### Clock nets, run 1

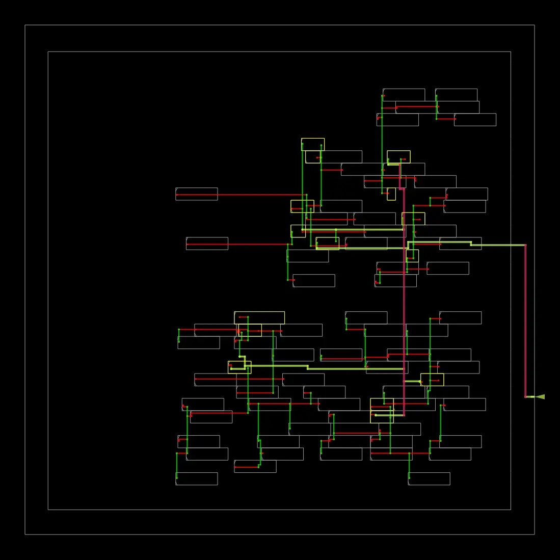
### Gate-type map, run 1

Bar = 20 um.
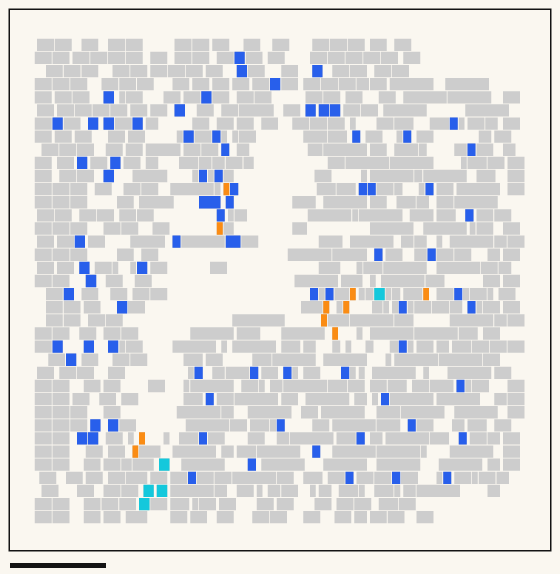
### Where the registers sit, run 1

Other sequential cells in the stronger grey, the rest of the logic in the fainter grey.
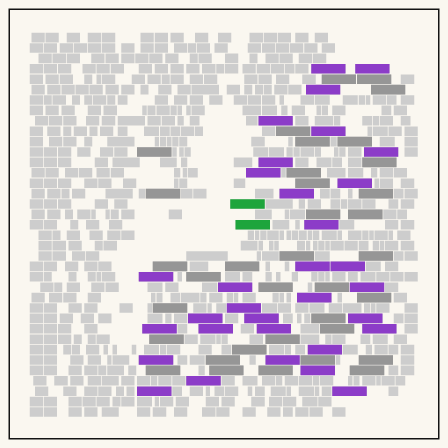
`config.mk`:
```
export PLATFORM = sky130hd
export DESIGN_NAME = fifo_port_arbiter
export DESIGN_NICKNAME = d
export VERILOG_FILES = /design/src/rtl/fifo_port_arbiter.sv
export SDC_FILE = /design/constraint.sdc
export NUM_CORES = 1
export LEC_CHECK = 0
export CAP_MARGIN = 10
export CORE_MARGIN = 5
export CORE_UTILIZATION = 42
export CTS_CLUSTER_SIZE = 20
export DETAILED_ROUTE_END_ITERATION = 10
export GPL_TIMING_DRIVEN = 0
export HOLD_SLACK_MARGIN = 0.08
export PLACE_DENSITY = 0.86
export SETUP_SLACK_MARGIN = 0.1
export SLEW_MARGIN = 5
export SYNTH_ARGS = -nofsm -noshare
export SYNTH_HDL_FRONTEND = slang
export SYNTH_SLANG_ARGS = --single-unit
```
`constraint.sdc`:
```
create_clock -name clk -period 9.2 [get_ports clk]
set_input_delay 1.84 -clock clk [delete_from_list [all_inputs] [get_ports clk]]
set_output_delay 1.84 -clock clk [all_outputs]
set_load 0.01 [all_outputs]
```
`src/rtl/fifo_port_arbiter.sv`:
```
// fifo_port_arbiter
// Round-robin front end for a shared sync_fifo_spram: NPORT valid/ready
// producers are arbitrated onto the FIFO write port, and the FIFO read port
// is drained through a 2-entry skid buffer that absorbs the FIFO's 1-cycle
// read latency, so a single valid/ready consumer can run at full rate.
//
// Build option: define FIFO_ARB_PRIO_EN to give port 0 strict priority.
// Ports 1..NPORT-1 then round-robin among themselves, and port-0 grants
// leave the round-robin pointer untouched. Without the macro, all ports
// share one round-robin ring.
module fifo_port_arbiter #(
  parameter  int WIDTH = 32,
  parameter  int NPORT = 4,
  localparam int PW    = $clog2(NPORT)
) (
  input  logic                   clk,
  input  logic                   rst_n,
  // producer side
  input  logic [NPORT-1:0]       in_valid,
  input  logic [NPORT*WIDTH-1:0] in_data,
  output logic [NPORT-1:0]       in_ready,
  // FIFO write port
  output logic                   fifo_wr,
  output logic [WIDTH-1:0]       fifo_din,
  input  logic                   fifo_full,
  // FIFO read port
  output logic                   fifo_rd,
  input  logic [WIDTH-1:0]       fifo_dout,
  input  logic                   fifo_empty,
  // consumer side
  output logic                   out_valid,
  output logic [WIDTH-1:0]       out_data,
  input  logic                   out_ready,
  output logic [PW-1:0]          grant_id
);

  typedef logic [WIDTH-1:0] word_t;

  word_t         port_data [NPORT];

  // write-side arbitration
  logic [PW-1:0] rr_ptr_q, rr_ptr_d;
  logic          win_found;
  logic [PW-1:0] win_idx;
  logic [PW:0]   scan_sum;
  logic [PW-1:0] scan_idx;
  logic          accept;

  // read-side skid buffer, skid_q[0] is the oldest word
  logic          rd_q;
  logic [1:0]    buf_cnt_q, buf_cnt_d;
  word_t         skid_q [2];
  word_t         skid_d [2];
  logic          pop;
  logic [2:0]    occ;

  // Present the flat producer bus as one word per port.
  for (genvar g = 0; g < NPORT; g++) begin : g_unpack
    assign port_data[g] = in_data[g*WIDTH +: WIDTH];
  end

  // Pick the first requesting port at or after rr_ptr, wrapping modulo NPORT.
  always_comb begin
    // NOTE: every variable gets a default before any branch so no path can
    // leave one unassigned; that is what keeps this block free of latches.
    win_found = 1'b0;
    win_idx   = '0;
    scan_sum  = '0;
    scan_idx  = '0;
    for (int k = 0; k < NPORT; k++) begin
      scan_sum = {1'b0, rr_ptr_q} + (PW+1)'(k);
      if (scan_sum >= (PW+1)'(NPORT)) begin
        scan_sum = scan_sum - (PW+1)'(NPORT);
      end
      scan_idx = scan_sum[PW-1:0];
`ifdef FIFO_ARB_PRIO_EN
      // Port 0 is handled outside the ring.
      if (!win_found && (scan_idx != '0) && in_valid[scan_idx]) begin
        win_found = 1'b1;
        win_idx   = scan_idx;
      end
`else
      if (!win_found && in_valid[scan_idx]) begin
        win_found = 1'b1;
        win_idx   = scan_idx;
      end
`endif
    end
`ifdef FIFO_ARB_PRIO_EN
    if (in_valid[0]) begin
      win_found = 1'b1;
      win_idx   = '0;
    end
`endif
  end

  // Grant the winner when the FIFO has room; advance the pointer past it.
  always_comb begin
    // While rst_n is low the FIFO is being cleared, so no write is offered.
    accept   = rst_n & win_found & ~fifo_full;
    in_ready = '0;
    if (accept) begin
      in_ready[win_idx] = 1'b1;
    end
    fifo_wr  = accept;
    fifo_din = win_found ? port_data[win_idx] : '0;
    grant_id = accept ? win_idx : '0;

    rr_ptr_d = rr_ptr_q;
`ifdef FIFO_ARB_PRIO_EN
    if (accept && (win_idx != '0)) begin
`else
    if (accept) begin
`endif
      rr_ptr_d = (win_idx == PW'(NPORT - 1)) ? '0 : win_idx + 1'b1;
    end
  end

  // Issue FIFO reads only while the skid buffer can take the returning word.
  always_comb begin
    out_valid = (buf_cnt_q != 2'd0);
    out_data  = skid_q[0];
    pop       = out_valid & out_ready;
    // Words already held plus the one in flight, minus the one leaving now.
    occ       = 3'(buf_cnt_q) + 3'(rd_q) - 3'(pop);
    fifo_rd   = rst_n & ~fifo_empty & (occ < 3'd2);
  end

  // Skid buffer next state: pop first, then append the returning FIFO word.
  always_comb begin
    skid_d    = skid_q;
    buf_cnt_d = buf_cnt_q;
    if (pop) begin
      skid_d[0] = skid_q[1];
      buf_cnt_d = buf_cnt_q - 2'd1;
    end
    if (rd_q) begin
      if (buf_cnt_d == 2'd0) begin
        skid_d[0] = fifo_dout;
      end else begin
        skid_d[1] = fifo_dout;
      end
      buf_cnt_d = buf_cnt_d + 2'd1;
    end
  end

  // State registers; reset discards any in-flight read and buffered words.
  always_ff @(posedge clk or negedge rst_n) begin
    if (!rst_n) begin
      rr_ptr_q  <= '0;
      rd_q      <= 1'b0;
      buf_cnt_q <= 2'd0;
      // NOTE: the two skid entries are reset (unlike a RAM) because skid_q[0]
      // drives out_data directly and must read 0 out of reset.
      skid_q[0] <= '0;
      skid_q[1] <= '0;
    end else begin
      // NOTE: non-blocking assignments so every register samples the
      // pre-edge values, independent of statement order.
      rr_ptr_q  <= rr_ptr_d;
      rd_q      <= fifo_rd;
      buf_cnt_q <= buf_cnt_d;
      skid_q    <= skid_d;
    end
  end

endmodule

```
==> flow_summary.yaml, run 1 <==
# implementation run metrics
run_status:
  outcome: "completed"
final_layout:
  final_cells: 806
  area_growth_pct: 63.8
  final_area_sq_um: 7150
  fillCellCount: 777
  finalNetCount: 842
clocking:
  path_clk_slew_ps: 70
  cts_max_path_buffers: 2
  cts.repair.resized: 0
  cts_setup_buffers: 0
  cts_htree_levels: 3
  ctsHoldBuffers: 0
  clkLatencyLatePin_ps: 340
  cts.sinks: 69
  cts_tree: "done"
  root_buffer: "clkbuf_8"
timing:
  period_needed_ps: 6810
  skew_ps: 5.88
  rsz0062_at_grt: "no"
  finalSetupTns_ps: 0
  fin_ws_ps: 2390
  finalClockPeriodUsage_pct: 74.0
  maxSlewViolCount: 0
  setup_violations: 0
  maxSlewHeadroom_pct: 42.9
  hold_viol_final: 0
  tightest_slew_ps: 856
synth:
  postSynth.asyncResetShare_pct: 100
  ys.flops: 69
  yosysMostFrequentCell: "mux2i_1"
  yosys-stat-area_sq_um: 4360
  yosysCellCount: 412
  ys_warn_count: 0
  edf_count: 0
  area_leaders: "dfrtp_1 (40%), mux2i_1 (22%), mux2_2 (5.7%)"
  synth_nets: 590
  flop_cell: "dfrtp_1"
  synth_cell_types: 30
  ys_seq_share_pct: 39.6
  syn_avg_cell_area_sq_um: 10.6
  syn_inst: 412
  top_cell_area_share_pct: 39.6
  synthTopCellsByCount: "mux2i_1 (97), dfrtp_1 (69), nand2_1 (40)"
route:
  wl_met3_um: 1160
  vias_per_cell: 5.03
  postRouteAntennaNets: 0
  first_pass_iters: 6
  wirelength_um: 14800
  wl_met2_um: 8040
  avgRoutedWirePerCell_um: 18.4
  top_layer_used: "met4"
  dr_total_vias: 4051
  route.detailed.drc: 0
  wl_met1_um: 5290
  drt_iter0_markers: 111
setup_path:
  crit_chain: "clkdlybuf4s50_1, nand2_1, buf_2, inv_1, ha_1, inv_1, ha_1, inv_1, fa_1, xor2_1, nor3_1, clkdlybuf4s50_1"
  critPathMaxFanout: 10
  crit_top_cell: "inv_1"
  reg2reg_depth: 12
  cp_data_arrival_time_ps: 4970
  crit_path_start_kind: "primary input"
  worst-path-stages: 12
  r2r_start: "buf_cnt_q[1]"
  path_buffers: 6
  cp-end-kind: "output pin"
  max_stage_delay_ps: 610
  critPathTopFamily: "buffers and inverters"
  worstPathRequired_ps: 7360
  startpoint: "out_ready"
global_routing:
  grt_max_degree: 72
  gr-usage-met3_pct: 6.47
  overflow: 0
  grt_busiest_layer: "met2"
  grt_usage_pct: 23.0
  grt_pass1_vias: 4418
  antenna_found_initial: 2
  grt_util_met2_pct: 43.7
  gr-usage-met1_pct: 24.2
floorplanning:
  die_w_um: 112
  io_pins: 242
  core-area_sq_um: 10200
  fp.dieH_um: 112
  core.rowCount: 37
  die_area_sq_um: 12500
  fp_util_pct: 42.7
power_and_ir_drop:
  seqPwrFrac_pct: 27.8
  power_leader: "combinational logic"
  netSwitchingFraction_pct: 35.0
  p_switching_uw: 681
  total_leakage_power_uw: 0.00313
  comb-power_uw: 1160
  pg_clk_uw: 243
  p_comb_share_pct: 59.7
  p_per_area_nw_per_um2: 272
  clkPwrFrac_pct: 12.5
hold_path:
  worstHoldPathType: "reg -> reg"
  holdPathStages: 1
  hold_start: "skid_q[1]"
place:
  hpwl_um: 12300
  gp_congestion: 0.911
  dpl_cell_area_sq_um: 6940
  pre_cts_slack_ps: 2400
  io_buffers: 241
job:
  warnings: 29
Back to the opening pictures, 'Clock nets':
Flops: 69
Num CTS Buffers: 9
Layout clock buffers: 10

Back to the opening pictures, 'Gate-type map':
colour	family	cells
orange	inv cells	10
cyan	and/or cells	5
blue	aoi and oai cells	76

Back to the opening pictures, 'Where the registers sit':
colour	name in the netlist	sequential cells
green	`buf_cnt_q`	2
purple	`skid_q`	32
Reg area: 1730 sq um
sequential share of cell area: 24.2%
Seq power: 541 uW
Util after Layout: 69.9%

run 1: cells by family (layout without fill, tap and decap cells):
group	Yosys count	in the layout	synth area share, %
AOI/OAI and AO/OA	76	76	9.89
xor gates and xnor gates	1	1	0.201
adders and majority gates	9	9	2.75
buffers and inverters	70	326	11.0
DFF	69	69	39.6
muxes	129	129	30.5
other	0	2	0
and+or+nand+nor	58	58	6.11
run 1: cells in the final DEF, fill, tap and decap left out, types with 5 or more instances in the layout:
master,count
buf_4,33
mux2i_1,97
o21ai_0,35
mux2_1,10
dfrtp_1,69
clkdlybuf4s50_1,240
buf_2,6
buf_12,5
o22ai_1,32
nand2_1,40
a21oi_1,5
ha_1,8
clkbuf_1,15
and2_1,5
clkbuf_8,10
mux2_2,22
inv_1,8
run 1: final timing paths:
kind | end | slack (ps)
max | fifo_rd | 2390
min | skid_q[1] | 490
max reg2reg | skid_q[17] | 6110
min reg2reg | skid_q[1] | 490
max in group asynchronous | skid_q[23] | 7030
min in group asynchronous | skid_q[5] | 1610
run 1: area by class of cell:
class	count	area [sq um]	share of cell area [%]
diodes	2	5.00	0.0700
plain buffers	60	442	6.18
clock buffers	10	138	1.93
clock inverters	5	60.1	0.840
inverters	10	37.5	0.525
multi-input cells	273	2160	30.2
flip-flops and latches	69	1730	24.2
well taps	136	170	2.38
repair buffers	241	2410	33.7
run 1: metrics by stage:
| stage | total power [uW] | utilization (%) |
|---|---|---|
| after detailed placement | 1710 | 67.9 |
| after global placement | 1670 | 67.9 |
| final | 1950 | 69.9 |
| after CTS | 1970 | 69.8 |
| after global routing | 2080 | 69.9 |
| after floorplan | 1210 | - |
run 1: registers in the layout (all words and copies together) (netlist names):
signal	flops
out_data	32
skid_q	32
buf_cnt_q	2
rr_ptr_q	2
rd_q	1
### I/O pins on the die edge, run 1

Pins as bars across the die edge, other pins in grey.
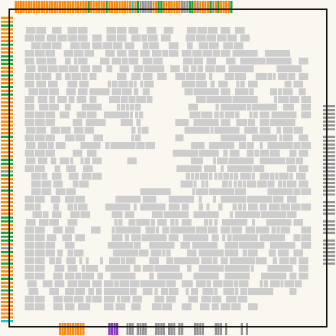

## Run 2: what changed since run 1
--- a/config.mk
+++ b/config.mk
@@ -7,12 +7,12 @@
 export LEC_CHECK = 0
 export CAP_MARGIN = 10
 export CORE_MARGIN = 5
-export CORE_UTILIZATION = 42
+export CORE_UTILIZATION = 39
 export CTS_CLUSTER_SIZE = 20
 export DETAILED_ROUTE_END_ITERATION = 10
 export GPL_TIMING_DRIVEN = 0
 export HOLD_SLACK_MARGIN = 0.08
-export PLACE_DENSITY = 0.86
+export PLACE_DENSITY = 0.81
 export SETUP_SLACK_MARGIN = 0.1
 export SLEW_MARGIN = 5
 export SYNTH_ARGS = -nofsm -noshare
==> constraint.sdc (replaced) <==
create_clock -name clk -period 6.6 [get_ports clk]
set_input_delay 1.32 -clock clk [delete_from_list [all_inputs] [get_ports clk]]
set_output_delay 1.32 -clock clk [all_outputs]
set_load 0.01 [all_outputs]
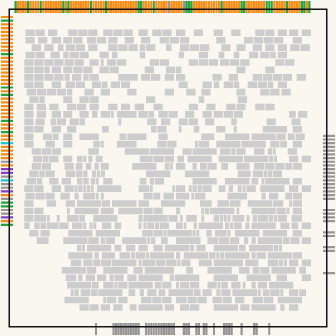
*I/O pins on the die edge, run 2*
Pins as bars across the die edge, other pins in grey.
colour	port	pins	direction	edge
orange	`in_data`	128	input	93 top, 35 left
green	`fifo_din`	32	output	23 top, 9 left
cyan	`grant_id`	2	output	left
purple	`in_ready`	4	output	left
die width: 116 um
I/O Buffers: 241
Die Span Y: 116 um

==> flow_summary.yaml, run 2 <==
# implementation run metrics
synth:
  synth_cell_types: 30
  flop_cell: "dfrtp_1"
  yosysMostFrequentCell: "mux2i_1"
  top_cell_area_share_pct: 39.6
  yosys-stat-area_sq_um: 4360
  syn_inst: 412
  edf_count: 0
  postSynth.asyncResetShare_pct: 100
  area_leaders: "dfrtp_1 (40%), mux2i_1 (22%), mux2_2 (5.7%)"
  ys_seq_share_pct: 39.6
  synth_nets: 590
  ys.flops: 69
  ys_warn_count: 0
  yosysCellCount: 412
  syn_avg_cell_area_sq_um: 10.6
  synth_area_sq_um: 4360
  top_area_cell: "dfrtp_1"
  synthTopCellsByCount: "mux2i_1 (97), dfrtp_1 (69), nand2_1 (40)"
setup_path:
  crit_top_cell: "inv_1"
  cp-end-kind: "output pin"
  reg2reg_slack_ps: 3430
  max_stage_delay_ps: 600
  cp_data_arrival_time_ps: 4440
  path_buffers: 6
  crit_chain: "clkdlybuf4s50_1, nand2_1, buf_2, inv_1, ha_1, inv_1, ha_1, inv_1, fa_1, xor2_1, nor3_1, clkdlybuf4s50_1"
  crit_type: "in -> out"
  r2r_end: "skid_q[14]"
  crit_path_start_kind: "primary input"
  critPathTopFamily: "buffers and inverters"
  reg2reg_depth: 12
  r2r_start: "buf_cnt_q[1]"
  cp_slowest_cell: "clkdlybuf4s50_1"
  critPathMaxFanout: 10
  worstPathRequired_ps: 5280
run_status:
  outcome: "completed"
power_and_ir_drop:
  peakVddDrop_uv: 224
  total_power_uw: 2790
  p_per_area_nw_per_um2: 389
  total_leakage_power_uw: 0.00314
place:
  dp_cells: 793
  hpwl_um: 13200
  dpl_cell_area_sq_um: 6950
  gp_congestion: 1.01
final_layout:
  antenna_cells: 0
  final_cells: 809
  finalNetCount: 842
  fin_util_pct: 65.9
  lay_top_count: "clkdlybuf4s50_1"
  layout_top_cells: "clkdlybuf4s50_1 (240), mux2i_1 (97), dfrtp_1 (69)"
  fillCellCount: 857
  final_area_sq_um: 7170
  drive_above_1_share_pct: 13.0
  area_growth_pct: 64.4
hold_path:
  worstHoldPathType: "reg -> reg"
  hold_start: "skid_q[15]"
  holdPathStages: 1
  hold_end: "skid_q[15]"
clocking:
  cts_tree: "done"
  cts_htree_levels: 3
  root_buffer: "clkbuf_8"
  clkLatencyLatePin_ps: 340
  cts_max_path_buffers: 2
  cts.sinks: 69
  ctsHoldBuffers: 0
  cts_buffers: 9
  cts_setup_buffers: 0
  cts.repair.resized: 0
  path_clk_slew_ps: 70
route:
  wl_met1_um: 6240
  vias_per_cell: 5.02
  postRouteAntennaNets: 0
  wl_met2_um: 8520
  drt_iter0_markers: 288
  first_pass_iters: 4
  wirelength_um: 16100
  avgRoutedWirePerCell_um: 19.8
  dr_total_vias: 4060
  top_layer_used: "met4"
  route.detailed.drc: 0
  wl_met3_um: 1010
job:
  warnings: 29
  drv_cap: 0
timing:
  finalSetupTns_ps: 0
  tightest_slew_ps: 877
  skew_ps: 9.07
  hold_viol_final: 0
  maxSlewHeadroom_pct: 41.5
  period_needed_ps: 5760
  rsz0062_at_grt: "no"
  fmax_mhz: 173
  maxSlewViolCount: 0
  finalClockPeriodUsage_pct: 87.3
  setup_violations: 0
floorplanning:
  die_area_sq_um: 13400
  fp_util_pct: 40.1
  core.rowCount: 38
  io_pins: 242
  core-area_sq_um: 10900
global_routing:
  grt_pass1_wl_um: 23700
  grt_util_met2_pct: 41.4
  gr-usage-met3_pct: 5.54
  overflow: 0
  grt_busiest_layer: "met2"
  grt_pass1_vias: 4416
  grt_usage_pct: 23.3
  grt_max_degree: 72
  gr-usage-met1_pct: 28.7
  antenna_found_initial: 0
## run 2: how the worst max path moves through the flow
stage / startpoint / to / cells after the start
2_1_floorplan: out_ready / fifo_rd / 10
3_3_place_gp: rst_n / grant_id[0] / 5
3_5_place_dp: out_ready / fifo_rd / 12
4_1_cts: out_ready / fifo_rd / 12
5_1_grt: out_ready / fifo_rd / 12
6_report: out_ready / fifo_rd / 12
## run 2: cells by family (layout without fill, tap and decap cells)
kind of cell	after synthesis	count (layout)	synth area share [%]
multiplexers	129	129	30.5
AND-OR/OR-AND	76	76	9.89
buffers and inverters	70	327	11.0
flip-flops	69	69	39.6
AND/OR/NAND/NOR	58	58	6.11
adder cells (fa/ha/maj)	9	9	2.75
XOR/XNOR	1	1	0.201
## run 2: worst reg2reg max path, delay by kind of cell (launching register included)
kind / cells / cell delay, ps
fa+ha+maj: 3 / 670
mux: 1 / 380
flops: 1 / 430
simple gates: 2 / 400
buf+inv: 6 / 1180
## run 2: layout make-up
class                           count  area, sq um  share of cell area [%]
Tap cell                          140          175                    2.44
Clock buffer                       11          141                    1.97
Clock inverter                      5         83.8                    1.17
Multi-Input combinational cell    273         2160                    30.1
Buffer                             60          442                    6.16
Inverter                           10         37.5                   0.523
Sequential cell                    69         1730                    24.1
Timing Repair Buffer              241         2410                    33.6
## run 2: report_power, final
part / switching, uW / internal (uW) / leakage (uW)
sequential: 116 / 637 / 0.000841
combinational: 714 / 941 / 0.00219
clock: 156 / 224 / 0.000106
## run 2: per-stage QoR
stage          hold WS [ps]  setup WS, ps
5_1_grt                 502           612
4_1_cts                 490           806
2_1_floorplan           457          2060
6_report                491           835
3_5_place_dp            475           826
3_3_place_gp            466          -217
### Gate-type map, run 2

Bar = 20 um.
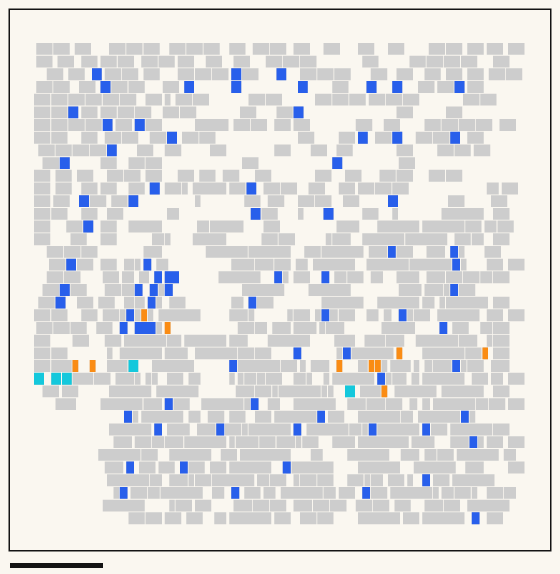

## Run 3: what changed since run 2
--- a/config.mk
+++ b/config.mk
@@ -7,12 +7,13 @@
 export LEC_CHECK = 0
 export CAP_MARGIN = 10
 export CORE_MARGIN = 5
-export CORE_UTILIZATION = 39
+export CORE_UTILIZATION = 60
 export CTS_CLUSTER_SIZE = 20
 export DETAILED_ROUTE_END_ITERATION = 10
+export DONT_BUFFER_PORTS = 1
 export GPL_TIMING_DRIVEN = 0
 export HOLD_SLACK_MARGIN = 0.08
-export PLACE_DENSITY = 0.81
+export PLACE_DENSITY = 0.76
 export SETUP_SLACK_MARGIN = 0.1
 export SLEW_MARGIN = 5
 export SYNTH_ARGS = -nofsm -noshare
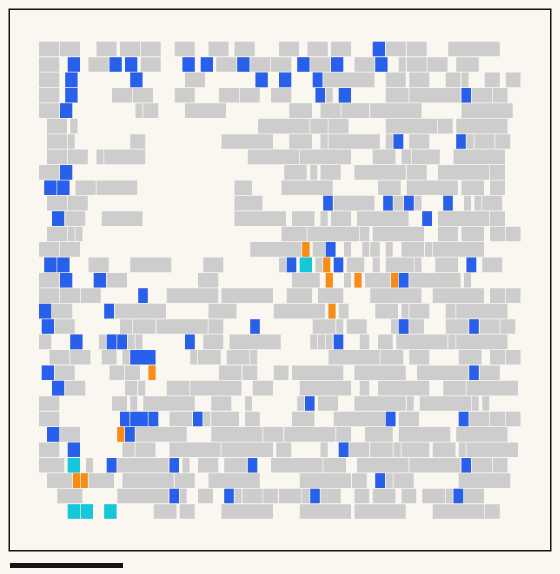
*Gate-type map, run 3*
Bar = 20 um.
colour	family	cells
cyan	and/or cells	5
orange	inv cells	10
blue	aoi and oai cells	76
final non-filler cell total: 528
Comb area share: 46.3%

==> flow_summary.yaml, run 3 <==
# implementation run metrics
synth:
  ys.flops: 69
  yosysMostFrequentCell: "mux2i_1"
  synth_area_sq_um: 4360
  postSynth.asyncResetShare_pct: 100
  edf_count: 0
  syn_inst: 412
  yosysCellCount: 412
  area_leaders: "dfrtp_1 (40%), mux2i_1 (22%), mux2_2 (5.7%)"
  synthTopCellsByCount: "mux2i_1 (97), dfrtp_1 (69), nand2_1 (40)"
  synth_nets: 590
  flop_cell: "dfrtp_1"
  ys_warn_count: 0
  synth_cell_types: 30
  ys_seq_share_pct: 39.6
  syn_avg_cell_area_sq_um: 10.6
  top_cell_area_share_pct: 39.6
  top_area_cell: "dfrtp_1"
  yosys-stat-area_sq_um: 4360
clocking:
  path_clk_slew_ps: 80
  cts_buffers: 9
  cts_tree: "done"
  ctsHoldBuffers: 0
  cts.sinks: 69
  cts_htree_levels: 3
  root_buffer: "clkbuf_8"
  clkLatencyLatePin_ps: 340
  cts_max_path_buffers: 2
  cts_setup_buffers: 0
  cts.repair.resized: 0
final_layout:
  comb_area_sq_um: 2160
  drive_above_1_share_pct: 19.9
  final_area_sq_um: 4660
  lay_top_count: "mux2i_1"
  finalNetCount: 601
  fillCellCount: 577
  area_growth_pct: 6.74
  layout_top_cells: "mux2i_1 (97), dfrtp_1 (69), nand2_1 (40)"
  fin_util_pct: 64.9
  regArea_sq_um: 1730
timing:
  maxSlewViolCount: 0
  setup_violations: 0
  rsz0062_at_grt: "no"
  maxSlewHeadroom_pct: 53.7
  finalClockPeriodUsage_pct: 75.3
  whs_ps: 492
  finalSetupTns_ps: 0
  fmax_mhz: 201
  hold_viol_final: 0
  skew_ps: 11.9
  period_needed_ps: 4970
  tightest_slew_ps: 694
run_status:
  outcome: "completed"
route:
  avgRoutedWirePerCell_um: 25.1
  wirelength_um: 13200
  vias_per_cell: 6.13
  postRouteAntennaNets: 0
  drt_iter0_markers: 172
  first_pass_iters: 4
  dr_total_vias: 3234
  route.detailed.drc: 0
setup_path:
  critPathMaxFanout: 10
  reg2reg_depth: 13
  cp-end-kind: "output pin"
  crit_type: "in -> out"
  crit_path_start_kind: "primary input"
  cp_data_arrival_time_ps: 3650
  worstPathRequired_ps: 5280
  r2r_end: "rd_q"
  startpoint: "out_ready"
  r2r_start: "buf_cnt_q[1]"
  crit_end: "fifo_rd"
  reg2reg_slack_ps: 3340
global_routing:
  grt_pass1_vias: 3191
  grt_pass1_wl_um: 18200
  grt_max_degree: 72
  grt_usage_pct: 28.1
  antenna_found_initial: 3
  overflow: 0
place:
  dp_cells: 511
  io_buffers: 0
  hpwl_um: 10900
  dpl_cell_area_sq_um: 4490
  gp_congestion: 0.855
floorplanning:
  die_area_sq_um: 9080
  fp.dieH_um: 95.3
  core.rowCount: 31
  core-area_sq_um: 7180
  io_pins: 242
  fp_util_pct: 60.8
  die_w_um: 95.3
power_and_ir_drop:
  p_per_area_nw_per_um2: 469
  clkPwrFrac_pct: 13.4
  p_comb_share_pct: 52.1
  peakVddDrop_uv: 166
  netSwitchingFraction_pct: 39.9
  total_leakage_power_uw: 0.00218
  p_int_uw: 1310
  seqPwrFrac_pct: 34.5
  p_switching_uw: 873
job:
  drv_cap: 0
  warnings: 29
hold_path:
  worstHoldPathType: "reg -> reg"
  holdPathStages: 1
  hold_start: "skid_q[15]"
  hold_end: "skid_q[15]"
[run 3: cell types whose count changed in the layout (fill, tap and decap cells not counted)]
cell and change:
clkdlybuf4s50_1 -240, bufinv_16 -2, diode_2 +2, buf_4 -1, clkbuf_8 -1, clkinv_2 +1, inv_6 +1
[run 3: cell families (layout without fill, tap and decap cells)]
family	Yosys count	in the layout	share of synthesized area (%)
other cells	0	2	0
buf+inv	70	85	11.0
xor+xnor	1	1	0.201
fa+ha+maj	9	9	2.75
flops	69	69	39.6
compound gates	76	76	9.89
mux	129	129	30.5
simple gates	58	58	6.11
[run 3: worst max-delay path: stages]
cell and delay (ps):
nand2_1 230, buf_2 360, inv_1 80, ha_1 300, inv_1 70, ha_1 140
inv_1 60, fa_1 380, xor2_1 150, nor3_1 550
[run 3: metal layers]
metal  vias to the layer above  share of wire, %  track usage (%)
li1                       1459                 -                -
met3                        29               9.0             7.97
met5                         -             0.053                0
met1                      1580                37             34.3
met4                         2               3.7             12.7
met2                       164                50             46.1
[run 3: area by class of cell]
| class | count | area share, % |
|---|---|---|
| Sequential cell | 69 | 37.1 |
| Tap cell | 99 | 2.66 |
| Buffer | 60 | 9.48 |
| Multi-Input combinational cell | 273 | 46.3 |
| Inverter | 10 | 0.806 |
| Clock inverter | 5 | 0.806 |
| Antenna cell | 2 | 0.107 |
| Clock buffer | 10 | 2.74 |
[run 3: through the flow]
stage / setup slack (ps) / power (uW)
after CTS: 1620 / 2190
after floorplan: 2060 / 1680
after detailed placement: 1630 / 1900
after global placement: 1680 / 1850
after global routing: 1460 / 2330
final: 1630 / 2190
[run 3: power groups by stage]
stage               Clock, uW  Combinational [uW]  Sequential, uW
floorplan                   0                 960             724
global placement            0                1100             748
detailed placement          0                1140             761
CTS                       299                1140             752
global route              317                1230             779
finish                    294                1140             754

==> notes/layouts.md <==
Pictures saved along the way, in no particular order.

Signal wires by layer.
shot_01.png
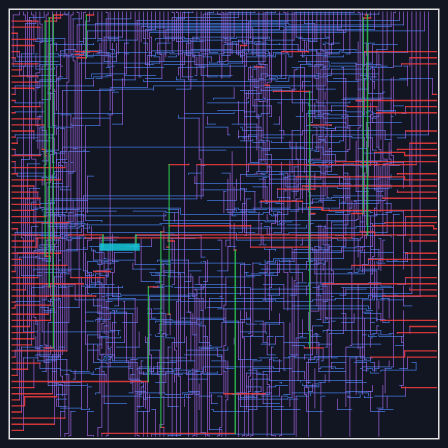
shot_02.png
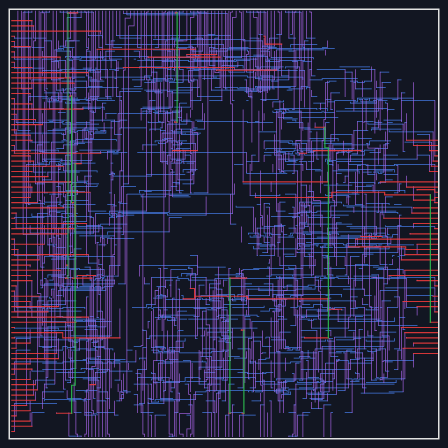
shot_03.png
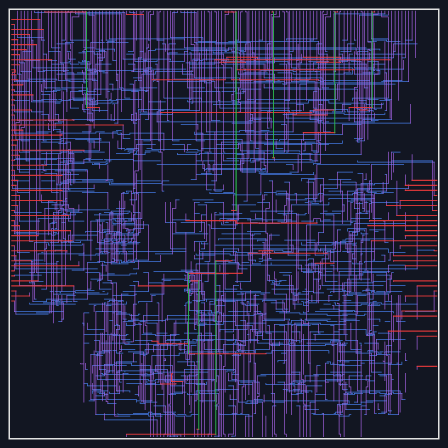
| picture | from |
|---|---|
| shot_02.png | run 1 |
| shot_01.png | run 3 |
| shot_03.png | run 2 |

No activity file was given, so power comes from the tool's default toggle rates.
